<file path="config.mk">
export PLATFORM = sky130hd
export DESIGN_NAME = proj_seq
export DESIGN_NICKNAME = d
export VERILOG_FILES = /design/src/rtl/proj_seq.sv
export SDC_FILE = /design/constraint.sdc
export NUM_CORES = 1
export LEC_CHECK = 0
export CORE_MARGIN = 8
export CORE_UTILIZATION = 30
export CTS_CLUSTER_SIZE = 10
export DETAILED_ROUTE_END_ITERATION = 10
export GPL_TIMING_DRIVEN = 1
export SETUP_SLACK_MARGIN = 0.3
export SKIP_CTS_REPAIR_TIMING = 1
export SLEW_MARGIN = 20
export SYNTH_ARGS = -nofsm -noshare
export SYNTH_HDL_FRONTEND = slang
export SYNTH_SLANG_ARGS = --single-unit
export TNS_END_PERCENT = 10
</file>
<file path="constraint.sdc">
create_clock -name clk -period 2.2 [get_ports clk]
set_input_delay 0.22 -clock clk [delete_from_list [all_inputs] [get_ports clk]]
set_output_delay 0.22 -clock clk [all_outputs]
set_load 0.005 [all_outputs]
</file>
<file path="src/rtl/proj_seq.sv">
// rtl/proj_seq.sv - projection sequencer: walks rows, columns and k-terms of one Q/K/V/O matrix job per start.
// One dot product per output: clear, stream D_MODEL operand pairs, wait out the MAC pipeline, write.
module proj_seq #(
  parameter int SEQ_LEN = 16,
  parameter int D_MODEL = 64,
  parameter int MAC_LAT = 3,
  parameter int ADDR_W  = 14
) (
  input  logic              clk,
  input  logic              rstn,
  input  logic              proj_start,
  output logic              proj_done,
  output logic [1:0]        job_sel,
  output logic              act_sel,
  output logic              rd_valid,
  input  logic              rd_ready,
  output logic [ADDR_W-1:0] act_addr,
  output logic [ADDR_W-1:0] w_addr,
  output logic              mac_clear,
  output logic              mac_last,
  output logic              wr_valid,
  input  logic              wr_ready,
  output logic [ADDR_W-1:0] wr_addr
);

  localparam int R_W = (SEQ_LEN > 1) ? $clog2(SEQ_LEN) : 1;
  localparam int C_W = (D_MODEL > 1) ? $clog2(D_MODEL) : 1;
  localparam int L_W = (MAC_LAT > 1) ? $clog2(MAC_LAT) : 1;

  localparam logic [R_W-1:0] R_LAST = R_W'(SEQ_LEN - 1);
  localparam logic [C_W-1:0] C_LAST = C_W'(D_MODEL - 1);
  localparam logic [L_W-1:0] L_LAST = L_W'(MAC_LAT - 1);

  localparam logic [ADDR_W-1:0] ROW_STRIDE = ADDR_W'(D_MODEL);
  localparam logic [ADDR_W-1:0] W_STRIDE   = ADDR_W'(D_MODEL * D_MODEL);
  localparam logic [ADDR_W-1:0] O_STRIDE   = ADDR_W'(SEQ_LEN * D_MODEL);

  typedef enum logic [2:0] {
    S_IDLE,
    S_CLR,
    S_READ,
    S_DRAIN,
    S_WRITE,
    S_DONE
  } state_t;

  state_t         state_q, state_d;
  logic [R_W-1:0] r_q, r_d;
  logic [C_W-1:0] c_q, c_d;
  logic [C_W-1:0] k_q, k_d;
  logic [L_W-1:0] lat_q, lat_d;
  logic [1:0]     job_q, job_d;

  always_ff @(posedge clk or negedge rstn) begin
    if (!rstn) begin
      state_q <= S_IDLE;
      r_q     <= '0;
      c_q     <= '0;
      k_q     <= '0;
      lat_q   <= '0;
      job_q   <= '0;
    end else begin
      state_q <= state_d;
      r_q     <= r_d;
      c_q     <= c_d;
      k_q     <= k_d;
      lat_q   <= lat_d;
      job_q   <= job_d;
    end
  end

  always_comb begin
    state_d = state_q;
    r_d     = r_q;
    c_d     = c_q;
    k_d     = k_q;
    lat_d   = lat_q;
    job_d   = job_q;
    case (state_q)
      S_IDLE: begin
        if (proj_start) begin
          state_d = S_CLR;
          r_d     = '0;
          c_d     = '0;
          k_d     = '0;
        end
      end
      S_CLR: state_d = S_READ;
      S_READ: begin
        if (rd_ready) begin
          if (k_q == C_LAST) begin
            state_d = S_DRAIN;
            lat_d   = '0;
          end else begin
            k_d = k_q + 1'b1;
          end
        end
      end
      S_DRAIN: begin
        if (lat_q == L_LAST) begin
          state_d = S_WRITE;
          lat_d   = '0;
        end else begin
          lat_d = lat_q + 1'b1;
        end
      end
      S_WRITE: begin
        if (wr_ready) begin
          k_d     = '0;
          state_d = S_CLR;
          if (c_q == C_LAST) begin
            c_d = '0;
            if (r_q == R_LAST) begin
              r_d     = '0;
              state_d = S_DONE;
            end else begin
              r_d = r_q + 1'b1;
            end
          end else begin
            c_d = c_q + 1'b1;
          end
        end
      end
      S_DONE: begin
        job_d   = job_q + 2'd1;
        state_d = S_IDLE;
      end
      default: state_d = S_IDLE;
    endcase
  end

  // Addresses follow the counters directly, so they hold for free while a handshake stalls.
  always_comb begin
    proj_done = 1'b0;
    rd_valid  = 1'b0;
    wr_valid  = 1'b0;
    mac_clear = 1'b0;
    mac_last  = 1'b0;
    job_sel   = job_q;
    act_sel   = (job_q == 2'd3);
    act_addr  = ADDR_W'(r_q) * ROW_STRIDE + ADDR_W'(k_q);
    w_addr    = ADDR_W'(job_q) * W_STRIDE + ADDR_W'(k_q) * ROW_STRIDE + ADDR_W'(c_q);
    wr_addr   = ADDR_W'(job_q) * O_STRIDE + ADDR_W'(r_q) * ROW_STRIDE + ADDR_W'(c_q);
    case (state_q)
      S_CLR:   mac_clear = 1'b1;
      S_READ: begin
        rd_valid = 1'b1;
        mac_last = (k_q == C_LAST);
      end
      S_WRITE: wr_valid  = 1'b1;
      S_DONE:  proj_done = 1'b1;
      default: ;
    endcase
  end

endmodule

</file>
**Run 1: gate families picked out**

Drawn at 6 px/um.
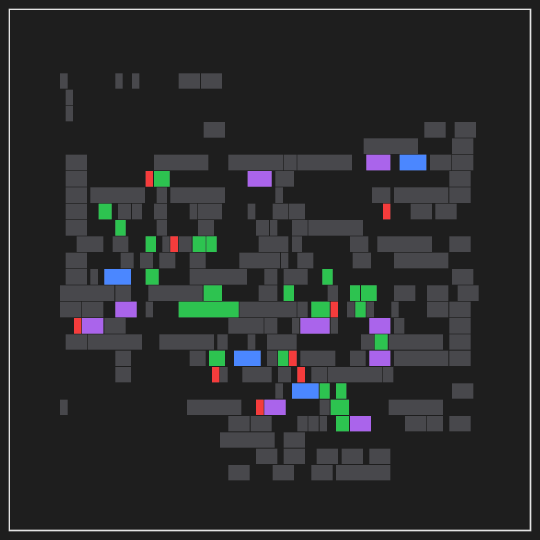
aoi and oai cells: in green, cells 22, where center. inv cells: in red, cells 9, most used inv_1. mux cells: in purple, cells 9, most used mux2i_1. fa/ha/maj cells: in blue, cells 4, most used ha_1.

**Run 1: layout detail**

Window x 23 to 63, y 41 to 81 um. Cells in gray, sequential cells in the stronger gray; small squares are vias.
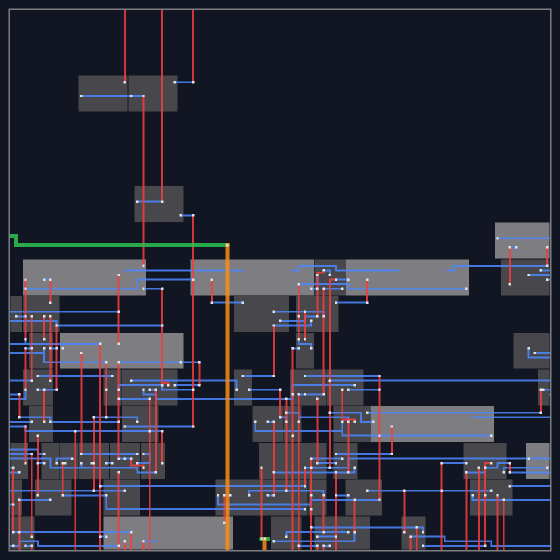
metal 4: in orange. metal 2: in red. metal 3: in green. metal 1: in blue.
49 logic cells have their middle in the window. Netlist names of flops here include `k_q` (2), `lat_q` (2), `state_q` (2). Most frequent: dfrtp_1 (5). Sequential cells in the window: 6.

**Run 1: sequential cells colored by netlist name**

Drawn at 6 px/um.
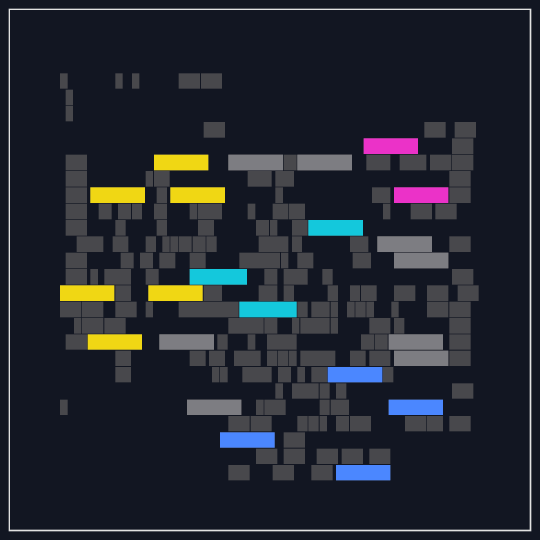
`state_q`: in cyan, flops 3. `r_q`: in blue, flops 4. `k_q`: in yellow, flops 6, where west. `job_sel`: in magenta, flops 2.
Another 8 sequential cells are not colored.

==> deck_impl_summary.md, run 1 <==
Physical Implementation Snapshot

Outcome
  • Run status: completed

Placement
  • Gpl congestion: 0.739
  • Buffers on Ports: roughly 48
  • Dpl hpwl: ~2500 um

Clock tree
  • CTS Buffer Depth: 2
  • Clock Pin Slew Worst Setup and Hold Paths: 0.10 ns
  • Worst-Skew Late Latency: ~0.27 ns
  • H-tree depth: 1
  • CTS Buf Count: 3
  • Clock sink count: 23
  • CTS tree: yes
  • CTS root buf: clkbuf_8

Power
  • Comb pwr share: ~50%
  • Clock network fraction of total power: around 14%
  • Reg power frac: 35.7%
  • Pint: around 1.3 mW
  • Maximum VDD drop: ~0.00062 V
  • P_leak: between 0.8 and 0.9 nW
  • Final Power: about 2.0 mW
  • Power Density: between 1000 and 1500 nW/um2
  • Switching Fraction: 36.4%
  • P_sw: between 0.7 and 0.8 mW

Timing
  • Crit path time final: ~2.1 ns
  • Final Max Slew Viols: 0
  • Final setup vio count: 0
  • Unrepaired setup endpoints after global routing: true
  • Maximum clock frequency: approximately 480 MHz
  • Clock Skews: 0.00836 ns
  • Hold slack: ~0.31 ns
  • Tcrit/Tclk final: between 90% and 100%
  • Endpoints failing hold: 0
  • Fin Setup TNS: 0 ns

Synthesis
  • FFs w/ async S/R, synth: 100%
  • Yosys Instances: between 150 and 200
  • Top FF cell, synth: dfrtp_1
  • Count of library flops with an enable pin: 0
  • Yosys stat chip area: 1500 um2
  • Mapped Avg Cell Area: approximately 9.8 um2
  • Synth Warn #: 0
  • Cell Type Count: between 40 and 50
  • Mapped Area: about 1500 um2
  • Top cell area share: between 30% and 40%
  • Top cells by count: buf_4, dfrtp_1, nand2_1
  • Seq/Total Area, Yosys: 38.5%
  • Gate Count Post-Synth: between 150 and 200
  • Post-synth regs: 23
  • Top cell type by total area after synthesis: dfrtp_1
  • Most frequent cell after synthesis: buf_4
  • Top cells by area: dfrtp_1, buf_4, mux2i_1

Layout
  • Layout cells sized above 1: between 10% and 20%
  • Diodes inserted: 0
  • Fin util: around two fifths
  • NumNets Final: ~200
  • Area Overhead vs Synth: 31.9%

Floorplanning
  • Row count: 25
  • Die Wd: around 87 um
  • Die footprint: ~7500 um2
  • Die Height: 86.6 um
  • I/O Pins: 55
  • Core ar.: 4750 um2
  • Floorplan Utilization: 31.5%

Worst setup path
  • Slowest-stage cell, CP: clkdlybuf4s50_1
  • Crit. End Element: output pin
  • Critical Path RT: about 2 ns
  • Critical path cell sequence: or3b_4 > inv_1 > clkdlybuf4s50_1
  • Crit path launch type: register
  • Crit path max fanout: 9
  • CP Class: reg -> out
  • Arr. time, crit path: about 1.9 ns
  • Worst path max stage delay: 0.53 ns

Global route
  • Tot GR Track Use: 8.83%
  • Vias in the first global route: between 1,000 and 1,500
  • Grt ovf: 0
  • Initial antenna violation count: 0
  • Largest net degree at the start of global routing: 24
  • Global-route wire length before repair: about 5300 um

Route
  • DR vias/cell: 4.63
  • Initial DRT Pass Iterations: 4
  • Initial drt markers: approximately 40
  • DRT Wirelength: between 3000 and 4000 um
  • Drt drc: 0
  • Via Count: 1,191
  • Antenna-violating nets left: 0
  • WL/cell: 13.5 um

Hold path
  • HP Class: in -> async

Run
  • OpenROAD warnings: 27
  • Max-Cap Viols: 0
-- run 1: power groups by stage --
stage / Clock, mW / Sequential [mW] / Combinational, mW
final: 0.278 / 0.711 / 1.00
after global routing: 0.305 / 0.734 / 1.11
after CTS: 0.284 / 0.714 / 0.981
after detailed placement: 0 / 0.717 / 0.974
after global placement: 0 / 0.716 / 0.979
after floorplan: 0 / 0.678 / 0.636
-- run 1: state kept, by name (all words and copies together), names as in the netlist --
| name | flops |
|---|---|
| state_q | 3 |
| lat_q | 2 |
| r_q | 4 |
| job_sel | 2 |
| k_q | 6 |
| c_q | 6 |
-- run 1: worst max-delay path: cells and delay by family (launching register included) --
family | cells | cell delay (ns)
buf+inv | 2 | 0.66
flops | 1 | 0.48
simple gates | 1 | 0.46
-- run 1: cells by family (layout without fill, tap and decap cells) --
group	Yosys count	count (layout)	share of synthesized area, %
compound gates	29	29	14.6
xor+xnor	1	1	0.585
fa+ha+maj	4	4	3.34
buf+inv	37	69	16.8
flops	23	23	38.5
mux	9	9	6.44
other cells	1	6	0.251
simple gates	49	49	19.5
-- run 1: cell usage in the layout (no fill, tap or decap), types with 2 or more instances in the layout --
cell / count
a21oi_1: 5
nand2_1: 12
dfrtp_1: 21
nor2b_1: 2
nand3_1: 8
inv_1: 9
a31oi_1: 5
nor2_1: 5
and3_2: 2
nor3_1: 4
clkdlybuf4s50_1: 47
ha_1: 4
o31ai_1: 2
dfrtp_2: 2
mux2_2: 2
o21ai_0: 5
conb_1: 6
buf_4: 8
a22o_1: 3
nand2b_1: 4
nor3_4: 2
clkbuf_8: 3
mux2i_1: 6
-- run 1: routing by layer --
metal  vias up  wire length, um  GRT usage, %  share of wire (%)
met4         0               46          4.23                1.3
met2        43             1370          12.7                 39
met1       559             1780          11.6                 51
met3         4              270          2.65                7.8
met5         -                0             0                  0
li1        585                -             -                  -
-- run 1: path summary, 6_finish.rpt --
path	from	to	slack [ns]	cells after the start
max	state_q[0]$_DFFE_PN0P_	wr_valid	0.11	3
min	rstn	c_q[4]$_DFFE_PN0P_	0.31	2
max reg2reg	c_q[0]$_DFFE_PN0P_	r_q[1]$_DFFE_PN0P_	0.58	5
min reg2reg	lat_q[1]$_DFFE_PN0P_	lat_q[1]$_DFFE_PN0P_	0.54	1
max in group asynchronous	rstn	state_q[2]$_DFFE_PN0P_	1.62	2
min in group clk	lat_q[1]$_DFFE_PN0P_	lat_q[1]$_DFFE_PN0P_	0.54	1
-- run 1: layout make-up --
| cell class | instances | area [um2] |
|---|---|---|
| Clock inverter | 1 | 5.00 |
| Tap cell | 67 | 83.8 |
| Clock buffer | 3 | 41.3 |
| Multi-Input combinational cell | 98 | 689 |
| Fill cell | 484 | 2780 |
| Sequential cell | 23 | 578 |
| Inverter | 9 | 33.8 |
| Timing Repair Buffer | 56 | 543 |
-- run 1: stage by stage --
stage / cell area, um2 / std cells / setup slack (ns)
final: 1970 / 257 / 0.112
after global routing: 1970 / 257 / 0.0450
after CTS: 1950 / 254 / 0.0790
after detailed placement: 1900 / 250 / 0.392
after global placement: 1900 / 250 / 0.419
after floorplan: 1520 / 158 / 0.735
**Run 1: the metal 2 layer**

Drawn at 3 px/um.
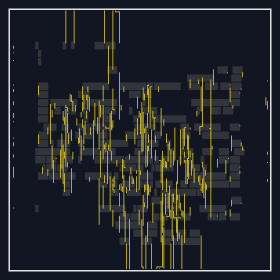

--- run 2 (diff from run 1) ---
Settings changed: CORE_UTILIZATION 30 to 25.
**Run 2: the metal 2 layer**

Drawn at 3 px/um.
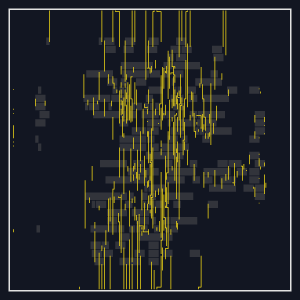
166 nets have wire on it. The longest straight run is 22.9 um. The layer carries 1,650 um of wire.

**Run 2: layout detail**

Window x 27 to 67, y 45 to 85 um. Cells in gray, sequential cells in the stronger gray; small squares are vias.
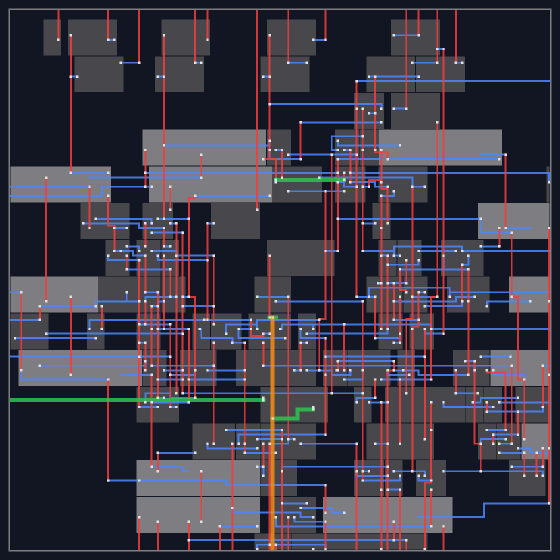
metal 4: in orange. metal 3: in green. metal 2: in red. metal 1: in blue.
Netlist names of flops here include `r_q` (4), `c_q` (3), `state_q` (2). 81 logic cells have their middle in the window. Most frequent: clkdlybuf4s50_1 (11), dfrtp_1 (9), nand2_1 (7). Sequential cells in the window: 10.

==> run 2 against run 1 <==
- clock-buffer cell count rose by 1
- sequential share of layout area fell by 0.18 points
- first-iteration DRC count rose by 100%
- register-to-register slack got worse by 0.06 ns
- synthesized cell count did not move
- critical path depth did not move
- setup slack improved by 0.058 ns
==> deck_impl_summary.md, run 2 <==
Physical Implementation Snapshot

Outcome
  • Run status: completed

Floorplanning
  • Floorplan Utilization: between 20% and 30%
  • Die footprint: between 8000 and 9000 um2
  • Die Wd: 93.4 um
  • I/O Pins: about 55
  • Core ar.: roughly 6000 um2
  • Die Height: about 93 um

Run
  • Max-Cap Viols: 0

Synthesis
  • Gate Count Post-Synth: between 150 and 200
  • Count of library flops with an enable pin: 0
  • Seq/Total Area, Yosys: between 30% and 40%
  • Most frequent cell after synthesis: buf_4
  • Post-synth regs: 23
  • Yosys stat chip area: 1500 um2
  • Cell Type Count: ~42
  • Top cells by area: dfrtp_1, buf_4, mux2i_1
  • Mapped Avg Cell Area: between 9 and 10 um2
  • Yosys Instances: approximately 150
  • Top cell type by total area after synthesis: dfrtp_1
  • Top cell area share: roughly two fifths
  • Top FF cell, synth: dfrtp_1
  • Mapped Area: 1500 um2

Timing
  • Hold slack: approximately 0.30 ns
  • Clock Skews: roughly 0.0021 ns
  • Endpoints failing hold: 0
  • Final Max Slew Viols: 0
  • Maximum clock frequency: roughly 490 MHz
  • Final setup vio count: 0
  • Fin Setup TNS: 0 ns
  • Unrepaired setup endpoints after global routing: true
  • Final setup margin: about 0.17 ns
  • Crit path time final: 2.03 ns
  • Tcrit/Tclk final: roughly 90%

Layout
  • Layout cells sized above 1: 14.2%
  • Most frequent logic cell in the layout: clkdlybuf4s50_1
  • Top Registers: c_q x6, k_q x6, r_q x4
  • Combinational Area: around 700 um2
  • Fin util: between 30% and 40%
  • Diodes inserted: 0
  • Area Overhead vs Synth: 33.0%
  • Top cells excl fill/tap: clkdlybuf4s50_1, dfrtp_1, nand2_1

Clock tree
  • Worst-Skew Late Latency: 0.27 ns
  • Clock sink count: 23
  • Clock Pin Slew Worst Setup and Hold Paths: roughly 0.08 ns
  • H-tree depth: 1
  • CTS root buf: clkbuf_8
  • CTS tree: yes

Hold path
  • HP Class: in -> async

Route
  • WL/cell: approximately 13 um
  • DRT Wirelength: around 3500 um
  • Initial DRT Pass Iterations: 4
  • DR vias/cell: approximately 4.4
  • Drt drc: 0
  • Initial drt markers: between 80 and 90

Power
  • Maximum VDD drop: between 0.0003 and 0.0004 V
  • Power Density: 996 nW/um2

Placement
  • DP Worst Slack: between 0.3 and 0.4 ns
  • Gpl congestion: 0.790
  • Dpl hpwl: 2660 um

Worst setup path
  • Crit path launch type: register
  • Crit. End Element: output pin
  • R2r startpoint: c_q[4]$_DFFE_PN0P_
  • Reg2Reg Depth: 4
  • CP Class: reg -> out
  • Critical Path RT: 1.98 ns
  • Reg-to-reg endpoint: r_q[1]$_DFFE_PN0P_
  • Crit path max fanout: 6
  • Flop2flop setup slack: roughly 0.52 ns

Global route
  • Largest net degree at the start of global routing: 24
  • Tot GR Track Use: 8.18%
  • Initial antenna violation count: 0
  • Vias in the first global route: about 1,100
  • Global-route wire length before repair: roughly 5700 um
## run 2: power by group
group / leakage [nW] / total [mW] / switching [mW] / internal, mW
Clock: 0.0228 / 0.268 / 0.139 / 0.129
Combinational: 0.521 / 1.02 / 0.426 / 0.592
Sequential: 0.303 / 0.697 / 0.154 / 0.543
Total: 0.846 / 1.98 / 0.718 / 1.27
## run 2: cells by family (layout without fill, tap and decap cells)
family / after synthesis / after routing / share of synthesized area, %
multiplexers: 9 / 9 / 6.44
flip-flops: 23 / 23 / 38.5
adder cells (fa/ha/maj): 4 / 4 / 3.34
other: 1 / 6 / 0.251
XOR/XNOR: 1 / 1 / 0.585
AND-OR/OR-AND: 29 / 29 / 14.6
AND/OR/NAND/NOR: 49 / 49 / 19.5
buffers and inverters: 37 / 69 / 16.8
## run 2: cell type report
cell class,instances,share of cell area (%)
tap,75,4.71
multi-input combinational,98,34.9
timing repair buffer,56,27.3
clock buffer,4,2.26
inverter,9,1.70
sequential,23,29.1
## run 2: routing by layer
layer / GRT usage, % / share of wire (%) / vias up
li1: - / - / 592
met1: 9.85 / 45 / 545
met2: 13.3 / 47 / 31
met3: 1.44 / 5.9 / 5
met4: 4.83 / 2.2 / 0
met5: 0 / 0 / -
## run 2: worst max path at each step
stage / start / end / slack [ns] / cells after the start
5_1_grt: state_q[0]$_DFFE_PN0P_ / wr_valid / 0.08 / 3
2_1_floorplan: state_q[0]$_DFFE_PN0P_ / k_q[1]$_DFFE_PN0P_ / 0.73 / 5
3_3_place_gp: state_q[0]$_DFFE_PN0P_ / wr_valid / 0.41 / 3
4_1_cts: state_q[0]$_DFFE_PN0P_ / wr_valid / 0.07 / 3
6_report: state_q[0]$_DFFE_PN0P_ / wr_valid / 0.17 / 3
3_5_place_dp: state_q[0]$_DFFE_PN0P_ / wr_valid / 0.38 / 3
## run 2: metrics by stage
| step | area (um2) | cells |
|---|---|---|
| after floorplan | 1520 | 158 |
| after global placement | 1910 | 258 |
| after detailed placement | 1910 | 258 |
| after CTS | 1950 | 262 |
| after global routing | 1990 | 265 |
| final | 1990 | 265 |
## run 2: critical path, cell delays in order (launching register included)
cell             delay [ns]
dfrtp_2                0.45
or3b_4                 0.44
inv_1                  0.13
clkdlybuf4s50_1        0.52
No activity file was given, so power comes from the tool's default toggle rates.
